[src/rtl/armleocpu_axi_arbiter2.sv]
// Two-master to one-slave AXI4 arbiter: one whole transaction at a time, round-robin
// between masters, with all payloads passed through combinationally and unchanged.
module armleocpu_axi_arbiter2 #(
  parameter int ADDR_WIDTH = 16,
  parameter int ID_WIDTH   = 8,
  parameter int DATA_WIDTH = 32
) (
  input  logic                    clk,
  input  logic                    rst,

  input  logic [ID_WIDTH-1:0]     M0_AXI_AWID,
  input  logic [ADDR_WIDTH-1:0]   M0_AXI_AWADDR,
  input  logic [7:0]              M0_AXI_AWLEN,
  input  logic [2:0]              M0_AXI_AWSIZE,
  input  logic [1:0]              M0_AXI_AWBURST,
  input  logic                    M0_AXI_AWVALID,
  output logic                    M0_AXI_AWREADY,
  input  logic [DATA_WIDTH-1:0]   M0_AXI_WDATA,
  input  logic [DATA_WIDTH/8-1:0] M0_AXI_WSTRB,
  input  logic                    M0_AXI_WLAST,
  input  logic                    M0_AXI_WVALID,
  output logic                    M0_AXI_WREADY,
  output logic [ID_WIDTH-1:0]     M0_AXI_BID,
  output logic [1:0]              M0_AXI_BRESP,
  output logic                    M0_AXI_BVALID,
  input  logic                    M0_AXI_BREADY,
  input  logic [ID_WIDTH-1:0]     M0_AXI_ARID,
  input  logic [ADDR_WIDTH-1:0]   M0_AXI_ARADDR,
  input  logic [7:0]              M0_AXI_ARLEN,
  input  logic [2:0]              M0_AXI_ARSIZE,
  input  logic [1:0]              M0_AXI_ARBURST,
  input  logic                    M0_AXI_ARVALID,
  output logic                    M0_AXI_ARREADY,
  output logic [ID_WIDTH-1:0]     M0_AXI_RID,
  output logic [DATA_WIDTH-1:0]   M0_AXI_RDATA,
  output logic [1:0]              M0_AXI_RRESP,
  output logic                    M0_AXI_RLAST,
  output logic                    M0_AXI_RVALID,
  input  logic                    M0_AXI_RREADY,

  input  logic [ID_WIDTH-1:0]     M1_AXI_AWID,
  input  logic [ADDR_WIDTH-1:0]   M1_AXI_AWADDR,
  input  logic [7:0]              M1_AXI_AWLEN,
  input  logic [2:0]              M1_AXI_AWSIZE,
  input  logic [1:0]              M1_AXI_AWBURST,
  input  logic                    M1_AXI_AWVALID,
  output logic                    M1_AXI_AWREADY,
  input  logic [DATA_WIDTH-1:0]   M1_AXI_WDATA,
  input  logic [DATA_WIDTH/8-1:0] M1_AXI_WSTRB,
  input  logic                    M1_AXI_WLAST,
  input  logic                    M1_AXI_WVALID,
  output logic                    M1_AXI_WREADY,
  output logic [ID_WIDTH-1:0]     M1_AXI_BID,
  output logic [1:0]              M1_AXI_BRESP,
  output logic                    M1_AXI_BVALID,
  input  logic                    M1_AXI_BREADY,
  input  logic [ID_WIDTH-1:0]     M1_AXI_ARID,
  input  logic [ADDR_WIDTH-1:0]   M1_AXI_ARADDR,
  input  logic [7:0]              M1_AXI_ARLEN,
  input  logic [2:0]              M1_AXI_ARSIZE,
  input  logic [1:0]              M1_AXI_ARBURST,
  input  logic                    M1_AXI_ARVALID,
  output logic                    M1_AXI_ARREADY,
  output logic [ID_WIDTH-1:0]     M1_AXI_RID,
  output logic [DATA_WIDTH-1:0]   M1_AXI_RDATA,
  output logic [1:0]              M1_AXI_RRESP,
  output logic                    M1_AXI_RLAST,
  output logic                    M1_AXI_RVALID,
  input  logic                    M1_AXI_RREADY,

  output logic [ID_WIDTH-1:0]     S_AXI_AWID,
  output logic [ADDR_WIDTH-1:0]   S_AXI_AWADDR,
  output logic [7:0]              S_AXI_AWLEN,
  output logic [2:0]              S_AXI_AWSIZE,
  output logic [1:0]              S_AXI_AWBURST,
  output logic                    S_AXI_AWVALID,
  input  logic                    S_AXI_AWREADY,
  output logic [DATA_WIDTH-1:0]   S_AXI_WDATA,
  output logic [DATA_WIDTH/8-1:0] S_AXI_WSTRB,
  output logic                    S_AXI_WLAST,
  output logic                    S_AXI_WVALID,
  input  logic                    S_AXI_WREADY,
  input  logic [ID_WIDTH-1:0]     S_AXI_BID,
  input  logic [1:0]              S_AXI_BRESP,
  input  logic                    S_AXI_BVALID,
  output logic                    S_AXI_BREADY,
  output logic [ID_WIDTH-1:0]     S_AXI_ARID,
  output logic [ADDR_WIDTH-1:0]   S_AXI_ARADDR,
  output logic [7:0]              S_AXI_ARLEN,
  output logic [2:0]              S_AXI_ARSIZE,
  output logic [1:0]              S_AXI_ARBURST,
  output logic                    S_AXI_ARVALID,
  input  logic                    S_AXI_ARREADY,
  input  logic [ID_WIDTH-1:0]     S_AXI_RID,
  input  logic [DATA_WIDTH-1:0]   S_AXI_RDATA,
  input  logic [1:0]              S_AXI_RRESP,
  input  logic                    S_AXI_RLAST,
  input  logic                    S_AXI_RVALID,
  output logic                    S_AXI_RREADY
);

  typedef enum logic [2:0] {
    ST_IDLE, ST_AW, ST_W, ST_B, ST_AR, ST_R
  } state_t;

  state_t state;
  logic   grant;
  logic   rr_last;

  logic req0, req1, arb_grant, arb_write;

  assign req0      = M0_AXI_AWVALID | M0_AXI_ARVALID;
  assign req1      = M1_AXI_AWVALID | M1_AXI_ARVALID;
  // On a tie the master that was not served last wins.
  assign arb_grant = (req0 & req1) ? ~rr_last : req1;
  assign arb_write = arb_grant ? M1_AXI_AWVALID : M0_AXI_AWVALID;

  // NOTE: sequential state uses non-blocking assignments so every register samples
  // pre-edge values regardless of statement order.
  always_ff @(posedge clk or posedge rst) begin
    if (rst) begin
      state   <= ST_IDLE;
      grant   <= 1'b0;
      rr_last <= 1'b1;
    end else begin
      unique case (state)
        ST_IDLE: if (req0 | req1) begin
          grant <= arb_grant;
          state <= arb_write ? ST_AW : ST_AR;
        end
        ST_AW: if (S_AXI_AWVALID & S_AXI_AWREADY) state <= ST_W;
        ST_W:  if (S_AXI_WVALID & S_AXI_WREADY & S_AXI_WLAST) state <= ST_B;
        ST_B:  if (S_AXI_BVALID & S_AXI_BREADY) begin
          state   <= ST_IDLE;
          rr_last <= grant;
        end
        ST_AR: if (S_AXI_ARVALID & S_AXI_ARREADY) state <= ST_R;
        ST_R:  if (S_AXI_RVALID & S_AXI_RREADY & S_AXI_RLAST) begin
          state   <= ST_IDLE;
          rr_last <= grant;
        end
        default: state <= ST_IDLE;
      endcase
    end
  end

  // NOTE: every output gets a zero default first so no path through the case
  // leaves a value held, which would infer a latch.
  always_comb begin
    M0_AXI_AWREADY = 1'b0; M0_AXI_WREADY = 1'b0; M0_AXI_ARREADY = 1'b0;
    M0_AXI_BID = '0; M0_AXI_BRESP = '0; M0_AXI_BVALID = 1'b0;
    M0_AXI_RID = '0; M0_AXI_RDATA = '0; M0_AXI_RRESP = '0;
    M0_AXI_RLAST = 1'b0; M0_AXI_RVALID = 1'b0;
    M1_AXI_AWREADY = 1'b0; M1_AXI_WREADY = 1'b0; M1_AXI_ARREADY = 1'b0;
    M1_AXI_BID = '0; M1_AXI_BRESP = '0; M1_AXI_BVALID = 1'b0;
    M1_AXI_RID = '0; M1_AXI_RDATA = '0; M1_AXI_RRESP = '0;
    M1_AXI_RLAST = 1'b0; M1_AXI_RVALID = 1'b0;
    S_AXI_AWID = '0; S_AXI_AWADDR = '0; S_AXI_AWLEN = '0;
    S_AXI_AWSIZE = '0; S_AXI_AWBURST = '0; S_AXI_AWVALID = 1'b0;
    S_AXI_WDATA = '0; S_AXI_WSTRB = '0; S_AXI_WLAST = 1'b0; S_AXI_WVALID = 1'b0;
    S_AXI_BREADY = 1'b0;
    S_AXI_ARID = '0; S_AXI_ARADDR = '0; S_AXI_ARLEN = '0;
    S_AXI_ARSIZE = '0; S_AXI_ARBURST = '0; S_AXI_ARVALID = 1'b0;
    S_AXI_RREADY = 1'b0;

    unique case (state)
      ST_AW: begin
        S_AXI_AWID    = grant ? M1_AXI_AWID    : M0_AXI_AWID;
        S_AXI_AWADDR  = grant ? M1_AXI_AWADDR  : M0_AXI_AWADDR;
        S_AXI_AWLEN   = grant ? M1_AXI_AWLEN   : M0_AXI_AWLEN;
        S_AXI_AWSIZE  = grant ? M1_AXI_AWSIZE  : M0_AXI_AWSIZE;
        S_AXI_AWBURST = grant ? M1_AXI_AWBURST : M0_AXI_AWBURST;
        S_AXI_AWVALID = grant ? M1_AXI_AWVALID : M0_AXI_AWVALID;
        if (grant) M1_AXI_AWREADY = S_AXI_AWREADY;
        else       M0_AXI_AWREADY = S_AXI_AWREADY;
      end
      ST_W: begin
        S_AXI_WDATA  = grant ? M1_AXI_WDATA  : M0_AXI_WDATA;
        S_AXI_WSTRB  = grant ? M1_AXI_WSTRB  : M0_AXI_WSTRB;
        S_AXI_WLAST  = grant ? M1_AXI_WLAST  : M0_AXI_WLAST;
        S_AXI_WVALID = grant ? M1_AXI_WVALID : M0_AXI_WVALID;
        if (grant) M1_AXI_WREADY = S_AXI_WREADY;
        else       M0_AXI_WREADY = S_AXI_WREADY;
      end
      ST_B: begin
        S_AXI_BREADY = grant ? M1_AXI_BREADY : M0_AXI_BREADY;
        if (grant) begin
          M1_AXI_BID = S_AXI_BID; M1_AXI_BRESP = S_AXI_BRESP; M1_AXI_BVALID = S_AXI_BVALID;
        end else begin
          M0_AXI_BID = S_AXI_BID; M0_AXI_BRESP = S_AXI_BRESP; M0_AXI_BVALID = S_AXI_BVALID;
        end
      end
      ST_AR: begin
        S_AXI_ARID    = grant ? M1_AXI_ARID    : M0_AXI_ARID;
        S_AXI_ARADDR  = grant ? M1_AXI_ARADDR  : M0_AXI_ARADDR;
        S_AXI_ARLEN   = grant ? M1_AXI_ARLEN   : M0_AXI_ARLEN;
        S_AXI_ARSIZE  = grant ? M1_AXI_ARSIZE  : M0_AXI_ARSIZE;
        S_AXI_ARBURST = grant ? M1_AXI_ARBURST : M0_AXI_ARBURST;
        S_AXI_ARVALID = grant ? M1_AXI_ARVALID : M0_AXI_ARVALID;
        if (grant) M1_AXI_ARREADY = S_AXI_ARREADY;
        else       M0_AXI_ARREADY = S_AXI_ARREADY;
      end
      ST_R: begin
        S_AXI_RREADY = grant ? M1_AXI_RREADY : M0_AXI_RREADY;
        if (grant) begin
          M1_AXI_RID = S_AXI_RID; M1_AXI_RDATA = S_AXI_RDATA; M1_AXI_RRESP = S_AXI_RRESP;
          M1_AXI_RLAST = S_AXI_RLAST; M1_AXI_RVALID = S_AXI_RVALID;
        end else begin
          M0_AXI_RID = S_AXI_RID; M0_AXI_RDATA = S_AXI_RDATA; M0_AXI_RRESP = S_AXI_RRESP;
          M0_AXI_RLAST = S_AXI_RLAST; M0_AXI_RVALID = S_AXI_RVALID;
        end
      end
      default: ;
    endcase
  end

endmodule

[config.mk]
export PLATFORM = sky130hd
export DESIGN_NAME = armleocpu_axi_arbiter2
export DESIGN_NICKNAME = d
export VERILOG_FILES = /design/src/rtl/armleocpu_axi_arbiter2.sv
export SDC_FILE = /design/constraint.sdc
export NUM_CORES = 1
export LEC_CHECK = 0
export ABC_AREA = 1
export CORE_AREA = 4 4 200 202
export CTS_BUF_LIST = sky130_fd_sc_hd__clkbuf_2 sky130_fd_sc_hd__clkbuf_4 sky130_fd_sc_hd__clkbuf_8
export DETAILED_ROUTE_END_ITERATION = 8
export DIE_AREA = 0 0 204 206
export GPL_TIMING_DRIVEN = 0
export SLEW_MARGIN = 30
export SYNTH_ARGS = -nofsm -noshare
export SYNTH_HDL_FRONTEND = slang
export SYNTH_SLANG_ARGS = --single-unit
export TNS_END_PERCENT = 10
[constraint.sdc]
create_clock -name clk -period 1.3 [get_ports clk]
set_input_delay 0.195 -clock clk [delete_from_list [all_inputs] [get_ports clk]]
set_output_delay 0.195 -clock clk [all_outputs]
set_load 0.02 [all_outputs]
==> run_1/layer_met1.png <==
Bar = 50 µm. Supply wires on this layer in gray.
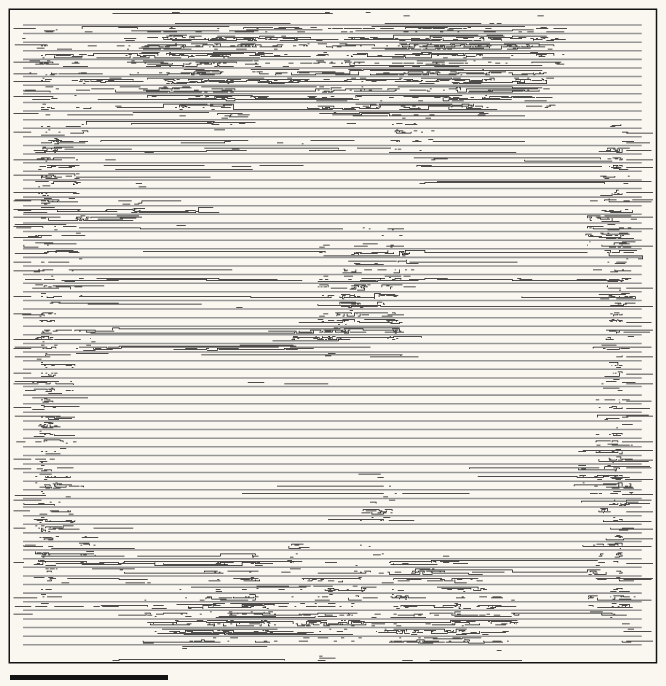
nets with wire on the layer: 1289
wire length on this layer: 11600 µm
share of all routed wire: 39%
grt met1 use: 14.0%
routed via count: 6320
Post-Route WL: 29500 µm

==> run_1/layer_met2.png <==
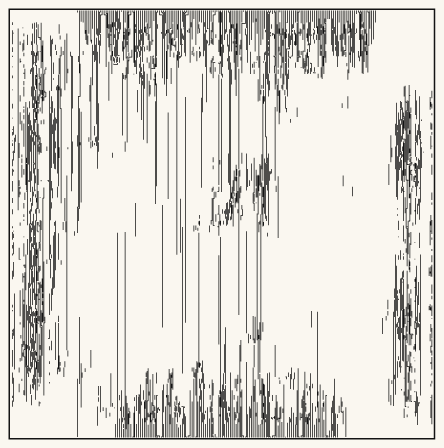
nets with wire on the layer: 1277
wire length on this layer: 14800 µm
main direction: vertical

==> run_1/layer_met3.png <==
Bar = 50 µm.
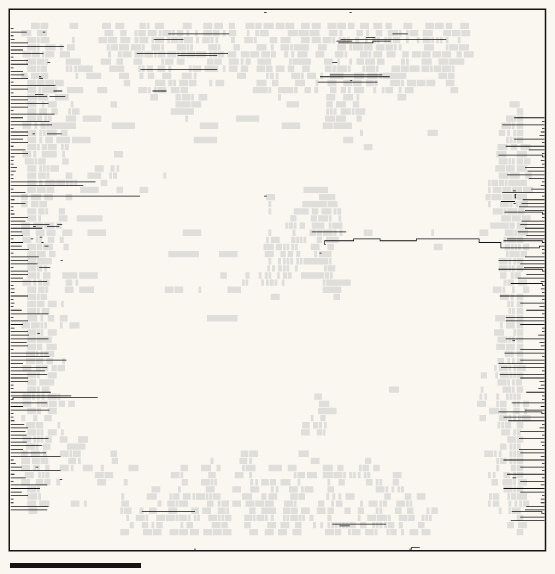
share of all routed wire: 7.5%
longest straight run: 49.0 µm
nets with wire on the layer: 285
main direction: horizontal
GRT met3 Usage: 2.59%

==> impl_metrics.env, run 1 <==
# implementation run metrics
export IMPL_outcome="finished, violations left"
export IMPL_violations="setup timing"
export IMPL_drive_gt1_share_pct=39.8
export IMPL_clkCellAreaFrac_pct=0.486
export IMPL_pg_comb_mw=14.0
export IMPL_crit_end="S_AXI_AWADDR[6]"
export IMPL_num_antenna_cells=1
export IMPL_crit_type="reg2out"
export IMPL_largest_cell_class="buffers"
export IMPL_fillers=4245
export IMPL_crit_path_start="grant"
export IMPL_seqPwrFrac_pct=2.5
export IMPL_syn_to_final_growth_pct=239
export IMPL_layout_top_cell="clkdlybuf4s50_1"
export IMPL_grt_max_degree=11
export IMPL_power_sequential_mw=0.366
export IMPL_p_total_mw=14.7
export IMPL_top_register="state"
export IMPL_simple_gate_area_share_pct=53.7
export IMPL_htreeDepth=1
export IMPL_p_clk_share_pct=2.1
export IMPL_layout_area_comb_mm2=0.00299
export IMPL_setup_viol=236
export IMPL_num_tap_cells=518
export IMPL_cp_max_fo=7
export IMPL_post_cts_buffers=9
export IMPL_xor_area_share_pct=0
export IMPL_grt_pass1_wl_um=37900
export IMPL_buffers_excl_clock=595
export IMPL_fin_ws_ns=-0.597
export IMPL_p_per_area_mw_per_mm2=1460
export IMPL_synth_compound_area_share_pct=20.8
export IMPL_clkbuf_count=4
export IMPL_grt_util_all_layers_pct=11.9
export IMPL_max_freq_mhz=527
export IMPL_ys_seq_share_pct=4.27
export IMPL_hold_viol=0
export IMPL_ioPinCount=524
export IMPL_netlist_area_mm2=0.00296
export IMPL_met2_usage_pct=22.2
export IMPL_setup_worst_path_start_class="flop"
export IMPL_drc=0
export IMPL_cts_sinks=5
export IMPL_timing_final_crit_period_ns=1.90
export IMPL_endpoint_kind="output port"
export IMPL_yosys_stat_area_mm2=0.00296
export IMPL_p_int_mw=6.61
export IMPL_gp_congestion=0.863
export IMPL_worst_slew_pin_slew_ns=0.298
export IMPL_ff_count=5
export IMPL_wl_met3_um=2220
export IMPL_ir_drop_mv=0.703
export IMPL_fin_tns_setup_ns=-111.09
export IMPL_r2r_end="state[0]"
export IMPL_clk_power_mw=0.311
export IMPL_clk_pin_slew_ns=0.04
export IMPL_die_y_um=206
export IMPL_cts_root_buf="clkbuf_8"
export IMPL_syn_inst=660
export IMPL_wl_per_cell_um=17.0
export IMPL_inv_count=78
export IMPL_lay_top_cells="clkdlybuf4s50_1 (291), nand2_1 (242), buf_4 (157), nor2_1 (92)"
export IMPL_dr_max_layer_used="met4"
export IMPL_hold_buffers=0
export IMPL_tool_warnings=29
export IMPL_floorplan_nets=952
export IMPL_syn_mean_instance_area_um2=4.48
export IMPL_worst_path_largest_cell_delay_ns=0.39
export IMPL_adder_share_pct=0
export IMPL_buffer_area_share_pct=58.7
export IMPL_synthTopCellsByCount="nand2_1 (264), nor2_1 (118), a21oi_1 (114)"
export IMPL_r2r_cells=10
export IMPL_regArea_um2=130
export IMPL_cts_buffers=3
==> run_1/clocks.png <==
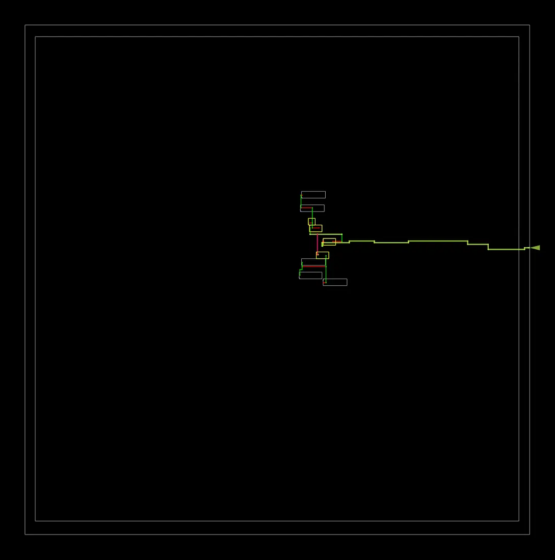

## Run 2: what changed since run 1
--- a/config.mk
+++ b/config.mk
@@ -6,11 +6,12 @@
 export NUM_CORES = 1
 export LEC_CHECK = 0
 export ABC_AREA = 1
-export CORE_AREA = 4 4 200 202
-export CTS_BUF_LIST = sky130_fd_sc_hd__clkbuf_2 sky130_fd_sc_hd__clkbuf_4 sky130_fd_sc_hd__clkbuf_8
+export CORE_AREA = 4 4 204 206
+export CTS_BUF_LIST = sky130_fd_sc_hd__clkbuf_8
 export DETAILED_ROUTE_END_ITERATION = 8
-export DIE_AREA = 0 0 204 206
+export DIE_AREA = 0 0 208 210
 export GPL_TIMING_DRIVEN = 0
+export PLACE_DENSITY_LB_ADDON = 0.05
 export SLEW_MARGIN = 30
 export SYNTH_ARGS = -nofsm -noshare
 export SYNTH_HDL_FRONTEND = slang
==> constraint.sdc (replaced) <==
create_clock -name clk -period 2.5 [get_ports clk]
set_input_delay 0.375 -clock clk [delete_from_list [all_inputs] [get_ports clk]]
set_output_delay 0.375 -clock clk [all_outputs]
set_load 0.02 [all_outputs]
==> run_2/clocks.png <==
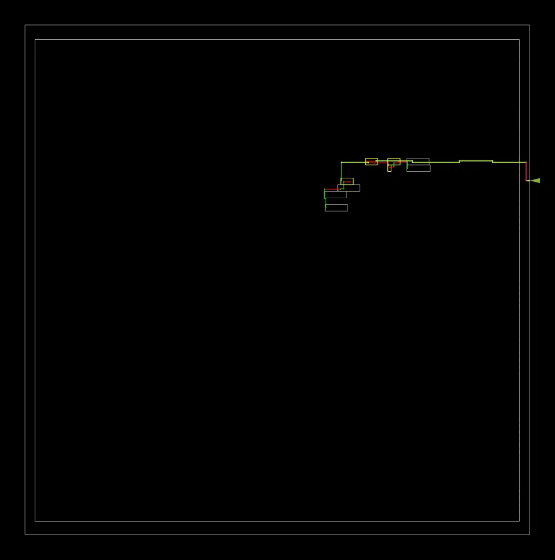
sequential cells: 5
clkbuf count: 3

==> run 2 against run 1 <==
  * The flow now finishes without violations
  * Non-clock buffer count decreased by 23
  * Worst setup slack improved by 0.74 ns
  * Sequential cell count unchanged
  * Critical path depth unchanged
  * Global-route usage increased by 1.3 points
  * Largest cell class unchanged
  * Largest power group unchanged
==> impl_metrics.env, run 2 <==
# implementation run metrics
export IMPL_outcome="finished clean"
export IMPL_clk_pin_slew_ns=0.03
export IMPL_p_total_mw=5.21
export IMPL_hold_viol=0
export IMPL_crit_type="reg2out"
export IMPL_top_register="state"
export IMPL_slew_headroom_pct=64.4
export IMPL_p_int_mw=2.02
export IMPL_post_cts_buffers=0
export IMPL_max_freq_mhz=424
export IMPL_hp_class="in2async"
export IMPL_tool_warnings=28
export IMPL_r2r_end="state[0]"
export IMPL_num_vias=5955
export IMPL_p_sw_mw=3.20
export IMPL_gp_congestion=0.785
export IMPL_syn_inst=660
export IMPL_portBuffers=523
export IMPL_clkCellAreaFrac_pct=0.515
export IMPL_cts_repair_resized=206
export IMPL_timing_rr_start="grant"
export IMPL_cts_root_buf="clkbuf_8"
export IMPL_inv_count=78
export IMPL_dp_slack_ns=-0.108
export IMPL_drc=0
export IMPL_wl_met2_um=17100
export IMPL_syn_to_final_growth_pct=196
export IMPL_num_antenna_cells=4
export IMPL_setup_worst_path_start_class="flop"
export IMPL_yosys_stat_area_mm2=0.00296
export IMPL_drive_gt1_share_pct=6.07
export IMPL_htreeDepth=1
export IMPL_layout_top_cell="clkdlybuf4s50_1"
export IMPL_simple_gate_area_share_pct=53.7
export IMPL_dr_max_layer_used="met5"
export IMPL_crit_family="buffers and inverters"
export IMPL_largest_cell_class="buffers"
export IMPL_xor_area_share_pct=0
export IMPL_grt_util_all_layers_pct=13.2
export IMPL_fin_util_pct=22.1
export IMPL_worst_slew_pin_slew_ns=0.535
export IMPL_seqPwrFrac_pct=3.1
export IMPL_hold_buffers=0
export IMPL_postRouteAntennaNets=0
export IMPL_num_tap_cells=525
export IMPL_power_sequential_mw=0.164
export IMPL_yosysTopAreaCell="nand2_1"
export IMPL_p_per_area_mw_per_mm2=596
export IMPL_grtUsageMet3_pct=5.08
export IMPL_floorplan_nets=952
export IMPL_r2r_cells=10
export IMPL_drt_wl_total_um=31400
export IMPL_dp_hpwl_um=28000
export IMPL_top_cell_area_share_pct=33.5
export IMPL_layout_area_comb_mm2=0.00222
export IMPL_ys_seq_share_pct=4.27
export IMPL_edf_count=0
export IMPL_crit_path_start="grant"
export IMPL_grt_pass1_wl_um=43400
export IMPL_fillers=4628
export IMPL_endpoint_kind="output port"
export IMPL_worst_path_largest_cell_delay_ns=0.36
export IMPL_path_cells="buf_6 -> inv_6 -> buf_12 -> buf_4 -> buf_4 -> nand2_1 -> a21oi_1 -> dlygate4sd2_1"
export IMPL_grt_max_degree=11
export IMPL_cts_sinks=5
export IMPL_use_met1_pct=13.3
export IMPL_cts_buffer_depth=2
export IMPL_p_leak_nw=4.99
export IMPL_regArea_um2=126
export IMPL_vias_per_cell=3.47
export IMPL_cap_violations=0
export IMPL_fp_utilization_pct=7.46
export IMPL_die_y_um=210
export IMPL_clk_power_mw=0.141
export IMPL_fin_ws_ns=0.143
export IMPL_lay_top_cells="clkdlybuf4s50_1 (311), nand2_1 (264), dlygate4sd2_1 (184), nor2_1 (118), a21oi_1 (114)"
export IMPL_synthTopCellsByCount="nand2_1 (264), nor2_1 (118), a21oi_1 (114)"
export IMPL_buffers_excl_clock=572
export IMPL_core_area_mm2=0.0396
export IMPL_cts_buffers=3
export IMPL_p_clk_share_pct=2.7
export IMPL_ir_drop_mv=0.218
export IMPL_buffer_area_share_pct=61.7
export IMPL_drtIter0Drc=197
export IMPL_holdWs_ns=0.390
export IMPL_wl_met3_um=2810
export IMPL_adder_share_pct=0
export IMPL_timing_final_crit_period_ns=2.36
export IMPL_crit_end="S_AXI_WDATA[13]"
export IMPL_pg_comb_mw=4.91
export IMPL_ioPinCount=524
export IMPL_async_flop_share_pct=100
export IMPL_dp_cells=1708
export IMPL_cp_max_fo=10
export IMPL_wl_per_cell_um=18.3
export IMPL_fin_tns_setup_ns=0
export IMPL_setup_viol=0
export IMPL_drv_slew=0
export IMPL_syn_mean_instance_area_um2=4.48
export IMPL_met2_usage_pct=26.0
export IMPL_ys_ff=5
export IMPL_synth_compound_area_share_pct=20.8
export IMPL_netlist_area_mm2=0.00296
==> run_2/layer_met2.png <==
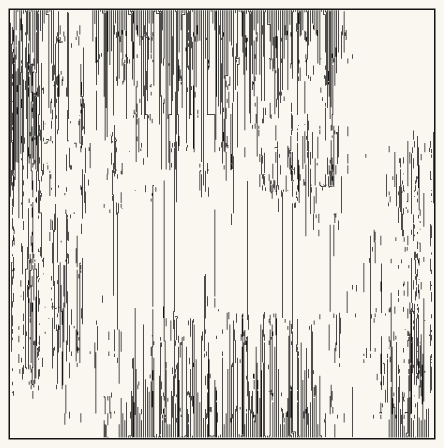

## Run 3: what changed since run 2
--- a/config.mk
+++ b/config.mk
@@ -6,10 +6,12 @@
 export NUM_CORES = 1
 export LEC_CHECK = 0
 export ABC_AREA = 1
-export CORE_AREA = 4 4 204 206
+export CELL_PAD_IN_SITES_DETAIL_PLACEMENT = 0
+export CELL_PAD_IN_SITES_GLOBAL_PLACEMENT = 1
+export CORE_AREA = 4 4 199 201
 export CTS_BUF_LIST = sky130_fd_sc_hd__clkbuf_8
 export DETAILED_ROUTE_END_ITERATION = 8
-export DIE_AREA = 0 0 208 210
+export DIE_AREA = 0 0 203 205
 export GPL_TIMING_DRIVEN = 0
 export PLACE_DENSITY_LB_ADDON = 0.05
 export SLEW_MARGIN = 30
==> constraint.sdc (replaced) <==
create_clock -name clk -period 2.06 [get_ports clk]
set_input_delay 0.309 -clock clk [delete_from_list [all_inputs] [get_ports clk]]
set_output_delay 0.309 -clock clk [all_outputs]
set_load 0.02 [all_outputs]
==> run_3/layer_met2.png <==
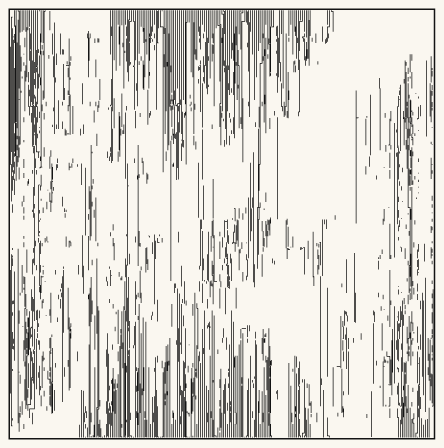
share of all routed wire: 55%
nets with wire on the layer: 1163
longest straight run: 83.5 µm
wire length on this layer: 16500 µm
main direction: vertical
Post-Route WL: 30100 µm
routed via count: 5956
met2 Usage GRT: 25.9%

==> run 3 against run 2 <==
  * Via count is essentially flat
  * Core utilization shrank 0.060 points
  * Wire length shrank 4.3%
  * Largest power group unchanged
  * Cell area shrank 5.5%
  * Hold slack lost 0.094 ns
  * Combinational power grew 27%
  * Worst setup slack lost 0.11 ns
  * Non-clock buffer count grew 3
  * Sequential cell count is the same
==> impl_metrics.env, run 3 <==
# implementation run metrics
export IMPL_pg_comb_mw=6.22
export IMPL_layout_top_cell="clkdlybuf4s50_1"
export IMPL_yosysTopAreaCell="nand2_1"
export IMPL_hold_buffers=0
export IMPL_grtUsageMet3_pct=5.37
export IMPL_netlist_area_mm2=0.00296
export IMPL_comb_area_share_pct=27.6
export IMPL_crit_required_ns=1.75
export IMPL_yosys_stat_area_mm2=0.00296
export IMPL_clkCellAreaFrac_pct=0.545
export IMPL_placed_area_mm2=0.00883
export IMPL_fin_tns_setup_ns=0
export IMPL_p_total_mw=6.61
export IMPL_num_tap_cells=511
export IMPL_cp_max_fo=10
export IMPL_portBuffers=523
export IMPL_setup_viol=0
export IMPL_worst_path_largest_cell_delay_ns=0.44
export IMPL_vias_per_cell=3.49
export IMPL_p_leak_nw=4.23
export IMPL_crit_end="S_AXI_ARID[1]"
export IMPL_wl_met3_um=3330
export IMPL_hp_class="in2async"
export IMPL_tool_warnings=28
export IMPL_buffers_excl_clock=575
export IMPL_power_sequential_mw=0.214
export IMPL_p_sw_mw=3.97
export IMPL_endpoint_kind="output port"
export IMPL_adder_share_pct=0
export IMPL_slew_headroom_pct=81.2
export IMPL_wl_per_cell_um=17.6
export IMPL_p_per_area_mw_per_mm2=799
export IMPL_wl_met2_um=16500
export IMPL_ys_cells=660
export IMPL_p_int_mw=2.63
export IMPL_core_area_mm2=0.0376
export IMPL_async_flop_share_pct=100
export IMPL_flop_cell="dfrtp_1"
export IMPL_r2r_end="state[0]"
export IMPL_largest_cell_class="buffers"
export IMPL_p_clk_share_pct=2.6
export IMPL_ir_drop_mv=0.207
export IMPL_fin_util_pct=22.0
export IMPL_top_cell_area_share_pct=33.5
export IMPL_grt_pass1_wl_um=40800
export IMPL_top_register="state"
export IMPL_ys_ff=5
export IMPL_buffer_area_share_pct=58.8
export IMPL_dp_cells=1694
export IMPL_grt_pass1_vias=6066
export IMPL_cts_tree="done"
export IMPL_cts_sinks=5
export IMPL_cts_buffers=3
export IMPL_inv_count=78
export IMPL_die_y_um=205
export IMPL_max_freq_mhz=492
export IMPL_r2r_cells=10
export IMPL_path_cells="inv_2 -> nand2_1 -> nor2_4 -> inv_2 -> buf_4 -> a21oi_1 -> clkdlybuf4s15_2"
export IMPL_holdWs_ns=0.296
export IMPL_cts_buffer_depth=2
export IMPL_simple_gate_area_share_pct=53.7
export IMPL_gp_congestion=0.757
export IMPL_switching_share_pct=60.1
export IMPL_fp_utilization_pct=7.87
export IMPL_drc=0
export IMPL_clkbuf_count=3
export IMPL_path_common_cell="inv_2"
export IMPL_wl_met1_um=9930
export IMPL_timing_rr_start="grant"
export IMPL_lay_top_cells="clkdlybuf4s50_1 (291), nand2_1 (263), nor2_1 (115), buf_2 (114), a21oi_1 (109)"
export IMPL_fillers=4474
export IMPL_nets=1483
export IMPL_seqPwrFrac_pct=3.2
export IMPL_antenna_found_initial=10
export IMPL_syn_to_final_growth_pct=179
export IMPL_synthTopCellsByCount="nand2_1 (264), nor2_1 (118), a21oi_1 (114)"
export IMPL_busiest_layer="met2"
export IMPL_use_met1_pct=12.5
export IMPL_grt_max_degree=11
export IMPL_regArea_um2=129
export IMPL_topCellsByArea="nand2_1 (33%), a21oi_1 (19%), nor2_1 (15%)"
export IMPL_cts_repair_resized=775
export IMPL_layout_area_comb_mm2=0.00228
export IMPL_clk_pin_slew_ns=0.03
export IMPL_rows=71
export IMPL_timing_final_crit_period_ns=2.03
export IMPL_post_cts_buffers=0
export IMPL_grt_util_all_layers_pct=13.1
export IMPL_drv_slew=0
export IMPL_edf_count=0
export IMPL_ff_count=5
export IMPL_dp_slack_ns=-0.399
export IMPL_r2r_slack_ns=0.51
export IMPL_yosys_warnings=0
export IMPL_crit_family="buffers and inverters"
export IMPL_dp_hpwl_um=26400
export IMPL_fin_ws_ns=0.0284
export IMPL_postRouteAntennaNets=0
export IMPL_setup_worst_path_start_class="flop"
export IMPL_ioPinCount=524
export IMPL_synth_compound_area_share_pct=20.8
export IMPL_xor_area_share_pct=0
export IMPL_htreeDepth=1
export IMPL_num_antenna_cells=5
export IMPL_cap_violations=0
export IMPL_floorplan_nets=952
export IMPL_outcome="finished clean"
export IMPL_logic_gate_count=528
export IMPL_worst_slew_pin_slew_ns=0.281
export IMPL_hold_viol=0
export IMPL_clk_power_mw=0.173
export IMPL_ys_seq_share_pct=4.27
export IMPL_cts_root_buf="clkbuf_8"
export IMPL_syn_inst=660
export IMPL_drive_gt1_share_pct=25.0
export IMPL_dr_max_layer_used="met5"
export IMPL_syn_mean_instance_area_um2=4.48
export IMPL_crit_path_start="state[0]"
export IMPL_drtIter0Drc=168
export IMPL_crit_type="reg2out"
Power is estimated from default activity; no workload was simulated.
